==> images/layers.png <==
Scale: 3 px per µm. Only two layers are drawn.
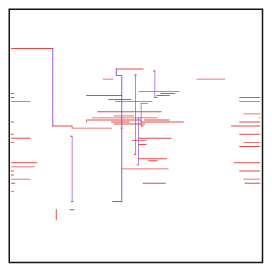
==> images/m4.png <==
Scale: 4 px per µm.
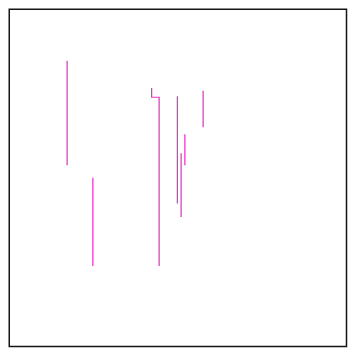
==> images/pinout.png <==
Scale: 4 px per µm. Pins as bars across the die edge, other pins in gray.
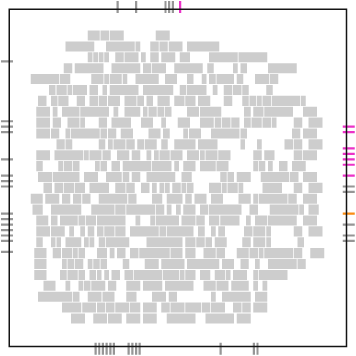
==> images/gates.png <==
Scale: 4 px per µm.
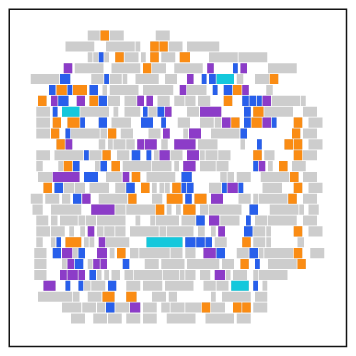
Design mxv_sequencer, sky130hd; sources not shown.
==> run notes <==
The run has ended; figures from its reports follow.

For met1 alone, demand over resource in global routing was 27.0%. The routed via count divided by cell count came out at 5.64. Counting pins that exceed their max-slew limit in the final report gives 0. Looking at the group totals, the largest power group turns out to be sequential cells. The number of global-route vias before repair is 2,551. The topmost layer with routed signal wires is met4. After detailed routing, the met2 layer carries 3.39 mm of wire. The post-placement cell area is 0.00328 mm². In the layout the tool counted multi-input logic cells amounting to 283.

The clock tree from TritonCTS is built. Headroom to the max-slew limit came out at 43.7%. The number of placed instances, taps included, is 467. The synthesized netlist devotes 12.4% of its cell area to XOR and XNOR gates. Compared with the post-synthesis result, the final layout area differs by 30.5%. The critical-path maximum fanout is 10. The relative contribution of combinational cells to total power came out at 36.2%.

Per the detail_route log, met3 wirelength is 401 µm. After layout, the worst path uses 82.1% of the clock period. The number of logic stages on the critical path including buffering is 4. The compound-gate portion of the synthesized area came out at 13.1%.

The design internal power came out at 0.886 mW. The detailed-placement wirelength estimate came out at 5.23 mm. In the hold timing report, the worst path depth is 2.

The flow ran to the end, and the final reports show no timing, DRC or antenna violations. The total cells reported by yosys after synthesis is 349. The initial antenna violation count was 0. Before placement the cells fill 50.5% of the core. The count of final hold-check violations is 0. Tap insertion was completed with 72 tapcells. The logic depth of the worst register-to-register path is 11. Per report_power, the Sequential row totals 0.514 mW. The pre-CTS setup slack came out at -0.557 ns. The mean cell area of the mapped netlist came out at 7.83 µm². The post-synthesis cell area is 0.00273 mm².

The power attributed to the clock group is 0.352 mW. The switching share of power came out at 34.7%. Traced cell by cell, the critical path runs through buf_4, clkbuf_8, and2_1, clkdlybuf4s50_1. The number of inverters outside the clock class in the layout is 8.

The biggest slice of the area belongs to combinational gates. The number of hold buffers added after CTS came out at 0. The ratio of cells with drive above 1 in the final layout is 14.2%. Adding up every negative setup slack in the final design gives 0 ns.

Setup repair after global routing could not meet its margin everywhere. The count of antenna diodes in the layout came out at 0. The type of the worst setup path is primary input to output port. Multiplexer cells account for 2.61% of the synthesized area.

The total nets after synthesis came out at 368. The worst-case hold slack came out at 0.533 ns. The number of flops mapped to enable cells by yosys came out at 0.

The clock buffers instantiated in the layout total 8. The final critical-path setup slack is 0.553 ns. The register share of the cell area is 20.4%. By area, the combinational part of the netlist is dominated by simple AND/OR/NAND/NOR gates. For the worst-skew pair, the clock arrives at the later sink with an insertion delay of 0.29 ns. The TritonCTS sink count came out at 36. The synthesis area per yosys came out at 0.00273 mm². The most instantiated flip-flop cell in the synthesis netlist is dfxtp_1.

The power in combinational cells is 0.491 mW. Ranked by total cell area, the synthesized netlist is headed by dfxtp_1 (26%), and2_1 (6.9%), xor2_1 (5.5%), nor2_1 (4.1%), nand2_1 (4.0%). The warning total across the stage logs is 27. The total die size is 0.00704 mm². The routed length on met1 is 3.35 mm. The violation count after the first detailed-routing iteration came out at 170. In the layout the commonest cells are clkdlybuf4s50_1 (37), dfxtp_1 (34), and2_1 (30), nor2_1 (29), nand2_1 (26).

The plain and repair buffers instantiated in the layout total 74. The final critical-path required period is 2.55 ns. The commonest cells after synthesis are dfxtp_1 (36), and2_1 (30), nor2_1 (30). Clock tree synthesis inserted a total of 5 buffers. Among all cell types in the netlist, the one instantiated most often is dfxtp_1. On the critical path, the stage with the largest delay is an instance of clkdlybuf4s50_1.

The pin slew with the least headroom to its limit is 0.837 ns. The H-tree level count came out at 2. For this design the top-level I/O count stands at 47.

Clock-pin slew was measured on the worst setup and hold paths at 0.07 ns. Per the synthesis report, the number of distinct cell types is 63. The post-cts resize count came out at 51.

The type of the most critical hold path is flip-flop to flip-flop. The arrival time at the worst endpoint came out at 1.77 ns. Entering global routing, the biggest net connects 11 pins.
Notes on layers.png above:
red -> M3  # wire length 401 µm
purple -> M4  # wire length 152 µm
total detailed-routing wirelength: 7.29 mm
GRT Resource Usage Total: 21.0%

Notes on m4.png above:
longest straight run = 42.0 µm
wire length on this layer = 152 µm
number of vias after detailed routing: 2,715

Notes on pinout.png above:
orange -> `reset`  # pins 1, direction input, edge right
magenta -> `row_index`  # pins 8, direction output, edge 7 right, 1 top
all pins by edge = 15 left, 13 bottom, 13 right, 6 top
die span in x: 83.9 µm
number of buffer cells added on primary ports: 46

Notes on gates.png above:
orange -> and/or cells  # cells 56
purple -> aoi and oai cells  # cells 47
cyan -> fa/ha/maj cells  # cells 4
blue -> nand cells  # cells 66
leading cell type in the layout, fill and taps excluded: clkdlybuf4s50_1
fraction of area in multi-input gates: 56.0%
fin cells: 481

Power figures rest on the tool's default switching activity, not on a simulated workload.
